==> src/rtl/udp_tx_framer.sv <==
// udp_tx_framer: buffers kernel payload words and emits Ethernet/IPv4/UDP frames and ARP replies on AXI-S (optional UDP_TX_FLUSH_TIMEOUT_EN)
module udp_tx_framer #(
  parameter int PAYLOAD_WORDS  = 16,
  parameter int FIFO_DEPTH     = 64,
  parameter int TIMEOUT_CYCLES = 1024
) (
  input  logic        kernel_clk,
  input  logic        kernel_resetn,
  input  logic        k_valid,
  input  logic [63:0] k_data,
  output logic        k_ready,
  input  logic [47:0] fpga_mac_adr,
  input  logic [47:0] host_mac_adr,
  input  logic [31:0] fpga_ip_adr,
  input  logic [31:0] host_ip_adr,
  input  logic [15:0] fpga_udp_port,
  input  logic [15:0] host_udp_port,
  input  logic        arp_trigger,
  output logic        tx_tvalid,
  input  logic        tx_tready,
  output logic [63:0] tx_tdata,
  output logic [7:0]  tx_tkeep,
  output logic        tx_tlast,
  output logic [31:0] tx_pkt_count,
  output logic [3:0]  tx_sm_state
);
  localparam int AW = $clog2(FIFO_DEPTH);
  localparam int CNTW = AW + 1;
  localparam int CW = AW + 3;
  localparam logic [CNTW-1:0] PW = CNTW'(PAYLOAD_WORDS);
  typedef enum logic [3:0] {IDLE, CSUM, HDR, PAYLOAD, ARP} state_t;
  state_t state;
  logic [63:0] mem [FIFO_DEPTH];
  logic [AW-1:0] wr_ptr, rd_ptr;
  logic [CNTW-1:0] count, count_nx;
  logic [CW-1:0] beat, n;
  logic [15:0] seq, ip_len, udp_len, csum, ip_len_c, f2;
  logic [19:0] sum;
  logic [16:0] f1;
  logic arp_pending, wr, pop, ld, hs_last, timeout;
  logic [0:5][63:0] hdr, arp;
  assign wr = k_valid & k_ready;
  assign ld = ~tx_tvalid | tx_tready;
  assign hs_last = tx_tvalid & tx_tready & tx_tlast;
  assign pop = (state == PAYLOAD) && ld && (beat < n);
  assign count_nx = count + CNTW'(wr) - CNTW'(pop);
  assign tx_sm_state = state;
  assign ip_len_c = 16'(32'd34 + 32'd8 * 32'(n));
  assign sum = 20'h04500 + 20'(ip_len_c) + 20'h04000 + 20'h04011
             + 20'(fpga_ip_adr[31:16]) + 20'(fpga_ip_adr[15:0])
             + 20'(host_ip_adr[31:16]) + 20'(host_ip_adr[15:0]);
  assign f1 = 17'(sum[15:0]) + 17'(sum[19:16]);
  assign f2 = f1[15:0] + 16'(f1[16]);
  assign hdr = {host_mac_adr, fpga_mac_adr, 16'h0800, 8'h45, 8'h00,
                ip_len, 16'h0000, 16'h4000, 8'h40, 8'h11,
                csum, fpga_ip_adr, host_ip_adr,
                fpga_udp_port, host_udp_port, udp_len,
                16'h0000, seq, 32'h0};
  assign arp = {host_mac_adr, fpga_mac_adr, 16'h0806, 16'h0001, 16'h0800, 8'h06, 8'h04,
                16'h0002, fpga_mac_adr, fpga_ip_adr, host_mac_adr, host_ip_adr, 48'h0};
`ifdef UDP_TX_FLUSH_TIMEOUT_EN
  localparam int TW = $clog2(TIMEOUT_CYCLES + 1);
  logic [TW-1:0] idle_cnt;
  assign timeout = idle_cnt == TW'(TIMEOUT_CYCLES);
  // count quiet cycles while a partial payload sits in the buffer
  always_ff @(posedge kernel_clk or negedge kernel_resetn)
    if (!kernel_resetn) idle_cnt <= '0;
    else if (wr || count == '0 || count >= PW) idle_cnt <= '0;
    else if (!timeout) idle_cnt <= idle_cnt + 1'b1;
`else
  assign timeout = 1'b0;
`endif
  // payload storage, written by the kernel
  always_ff @(posedge kernel_clk)
    if (wr) mem[wr_ptr] <= k_data;
  // buffer pointers, occupancy and registered ready derived from next occupancy
  always_ff @(posedge kernel_clk or negedge kernel_resetn)
    if (!kernel_resetn) begin
      wr_ptr <= '0;
      rd_ptr <= '0;
      count <= '0;
      k_ready <= 1'b0;
    end else begin
      wr_ptr <= wr_ptr + AW'(wr);
      rd_ptr <= rd_ptr + AW'(pop);
      count <= count_nx;
      k_ready <= count_nx != CNTW'(FIFO_DEPTH);
    end
  // frame sequencer: next beat is loaded whenever the output slot is empty or being consumed
  always_ff @(posedge kernel_clk or negedge kernel_resetn)
    if (!kernel_resetn) begin
      state <= IDLE;
      beat <= '0;
      n <= '0;
      seq <= '0;
      ip_len <= '0;
      udp_len <= '0;
      csum <= '0;
      arp_pending <= 1'b0;
      tx_tvalid <= 1'b0;
      tx_tdata <= '0;
      tx_tkeep <= '0;
      tx_tlast <= 1'b0;
      tx_pkt_count <= '0;
    end else begin
      arp_pending <= arp_trigger | (arp_pending & ~(state == ARP && hs_last));
      case (state)
        IDLE: begin
          beat <= '0;
          if (arp_pending) state <= ARP;
          else if (count >= PW) begin
            n <= CW'(PAYLOAD_WORDS);
            state <= CSUM;
          end else if (timeout) begin
            n <= CW'(count);
            state <= CSUM;
          end
        end
        CSUM: begin
          ip_len <= ip_len_c;
          udp_len <= 16'(32'd14 + 32'd8 * 32'(n));
          csum <= ~f2;
          state <= HDR;
        end
        HDR: if (ld) begin
          tx_tvalid <= 1'b1;
          tx_tdata <= hdr[beat[2:0]];
          tx_tkeep <= 8'hFF;
          tx_tlast <= 1'b0;
          beat <= (beat == CW'(5)) ? '0 : beat + 1'b1;
          state <= (beat == CW'(5)) ? PAYLOAD : HDR;
        end
        PAYLOAD: if (hs_last) begin
          tx_tvalid <= 1'b0;
          tx_tlast <= 1'b0;
          tx_pkt_count <= tx_pkt_count + 32'd1;
          seq <= seq + 16'd1;
          state <= IDLE;
        end else if (pop) begin
          tx_tvalid <= 1'b1;
          tx_tdata <= mem[rd_ptr];
          tx_tlast <= beat == n - 1'b1;
          beat <= beat + 1'b1;
        end
        ARP: if (hs_last) begin
          tx_tvalid <= 1'b0;
          tx_tlast <= 1'b0;
          state <= IDLE;
        end else if (ld && beat < CW'(6)) begin
          tx_tvalid <= 1'b1;
          tx_tdata <= arp[beat[2:0]];
          tx_tkeep <= (beat == CW'(5)) ? 8'hC0 : 8'hFF;
          tx_tlast <= beat == CW'(5);
          beat <= beat + 1'b1;
        end
        default: state <= IDLE;
      endcase
    end
endmodule

==> config.mk <==
export PLATFORM = sky130hd
export DESIGN_NAME = udp_tx_framer
export DESIGN_NICKNAME = d
export VERILOG_FILES = /design/src/rtl/udp_tx_framer.sv
export SDC_FILE = /design/constraint.sdc
export NUM_CORES = 2
export LEC_CHECK = 0
export CAP_MARGIN = 30
export CORE_MARGIN = 5
export CORE_UTILIZATION = 40
export DETAILED_ROUTE_END_ITERATION = 6
export PLACE_DENSITY = 0.59
export SLEW_MARGIN = 40
export SYNTH_ARGS = -nofsm -noshare
export SYNTH_HDL_FRONTEND = slang
export SYNTH_SLANG_ARGS = --single-unit
==> constraint.sdc <==
create_clock -name kernel_clk -period 9.9 [get_ports kernel_clk]
set_input_delay 2.475 -clock kernel_clk [delete_from_list [all_inputs] [get_ports kernel_clk]]
set_output_delay 2.475 -clock kernel_clk [all_outputs]
set_load 0.005 [all_outputs]
### Power grid

Drawn at 0.5 px/µm. Pins as bars on the die edge.
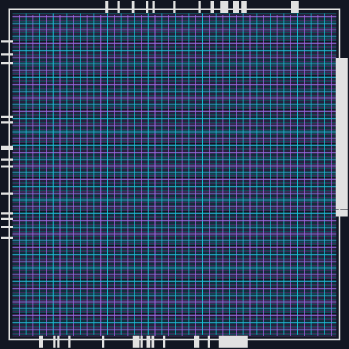
- VSS: purple
- VDD: cyan
- signal pins: 372
- met4 straps: 47
chip height: 657 µm
die x size: 657 µm
Peak supply drop: 0.000167 V
core area: 417,000 µm²

### Clock wires, drivers and flops

Drawn at 1 px/µm.
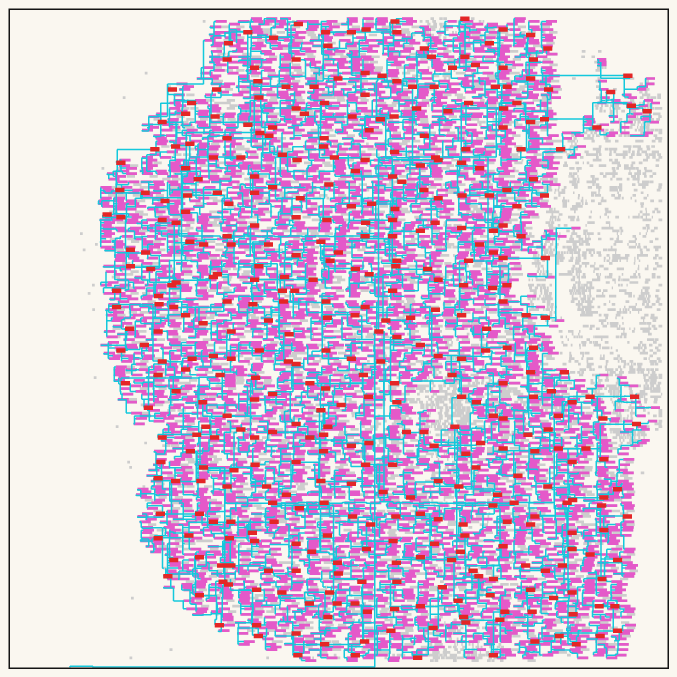
- clock wires: cyan (length 48.3 mm)
- clock drivers: red (count 419)
- flip-flops: magenta (count 4,264)
- routed clock nets: 420
Skew-Pair Late Insertion Delay: 0.97 ns
clock power share: 0.376
clock network power: 16.1 mW
clk_skew: 0.0724 ns

==> job_summary.md <==
### Flow metrics

| Metric | Value |
|---|---|
| Vias per inst | `6.05` |
| R2r startpoint | `n[4]` |
| Wire length on met3 | `43,700 µm` |
| Initial antenna violation count | `39` |
| CP endpoint | `csum[15]` |
| WP depth | `31` |
| Buf+Inv Stages, Crit Path | `4` |
| Placer Congestion | `0.925` |
| Yosys warns | `0` |
| Met3 usage | `0.0450` |
| Largest net degree at the start of global routing | `131` |
| Share of layout cells above drive strength 1 | `0.301` |
| Met2 Resource Use GR | `0.390` |
| Uppermost layer routed | `met5` |
| PD cells | `219 nW/µm²` |
| GR peak layer | `met2` |
| Distinct cell type count after synthesis | `81` |
| Post-DRT Antenna Nets | `0` |
| Count of library flops with an enable pin | `4,096` |
| Int Pwr | `31.7 mW` |
| Pre-CTS setup slack | `-0.466 ns` |
| Vias | `84,389` |
| Post-synth net total | `7,670` |
| Post-CTS setup buffers | `0` |
| Leakage | `59.5 nW` |
| Top Layout Cells | `4,096 x edfxtp_1, 1,358 x mux4_2, 431 x clkbuf_16` |
| Yosys cell count | `7,318` |
| Sequential cell area fraction in the yosys report | `0.759` |
| Fin nets | `8,429` |
| H-tree levels | `5` |
| GRT Residual Overflow | `0` |
| Worst hold path class | `reg2reg` |
| Max incr delay on CP | `0.58 ns` |
| WL met2 | `255,000 µm` |
| Yosys Chip Area | `168,000 µm²` |
| Critical Path End Type | `flop` |
| Cell Area, Synth | `168,000 µm²` |
| Synth flops | `4,264` |
| Setup-failing EPs final | `0` |
| Drt total wl | `523,000 µm` |
| Port Buf Inserts | `370` |
| Most flops, register | `mem` |
| Worst Hold Depth | `2` |
| Iter 0 DRT Violations | `11,151` |
| Fin crit share | `0.955` |
| Commonest flop | `edfxtp_1` |
| Status | `finished, final reports clean` |
| Switching power total | `11.1 mW` |
| Gr usage total | `0.238` |
[cell usage after synthesis, types with 31 or more instances]
master / count
a22oi_1: 64
fa_1: 34
xnor2_1: 60
edfxtp_1: 4096
o21ai_0: 52
nor2_1: 223
nand2_1: 108
ha_1: 57
o22ai_1: 37
dfrtp_1: 168
buf_2: 67
clkbuf_1: 255
inv_1: 120
a21oi_1: 174
buf_1: 72
nand3_1: 45
xor2_1: 31
mux4_2: 1358
[metrics by stage]
stage	power, mW	TNS [ns]	std cells
finish	42.8	0	13938
CTS	43.0	0	13920
detailed placement	27.0	-2.73	13147
global placement	26.9	-3.85	13096
floorplan	23.7	0	7318
global route	44.1	0	13927
[kinds of logic (layout without fill, tap and decap cells)]
family                   count (synthesis)  after routing  synth area share
flip-flops                            4264           4264             0.759
multiplexers                          1380           1380             0.184
buffers and inverters                  523           1634            0.0125
AND/OR/NAND/NOR                        517            517            0.0143
AND-OR/OR-AND                          448            448            0.0173
XOR/XNOR                                94             94           0.00508
adder cells (fa/ha/maj)                 91             91           0.00831
other                                    1             13         0.0000224
[final cells by class]
type | count | share of cell area
well taps | 5497 | 0.0353
inverters | 120 | 0.00231
repair buffers | 741 | 0.0392
clock inverters | 250 | 0.0130
diodes | 12 | 0.000154
multi-input cells | 2531 | 0.200
clock buffers | 523 | 0.0579
flip-flops and latches | 4264 | 0.652
[power groups by stage]
stage	combinational (mW)	clock [mW]	sequential (mW)
floorplan	2.49	0	21.2
global placement	5.52	0	21.3
detailed placement	5.67	0	21.4
CTS	5.70	16.3	21.0
global route	5.97	17.1	21.0
finish	5.69	16.1	21.0
Power figures rest on the tool's default switching activity, not on a simulated workload.
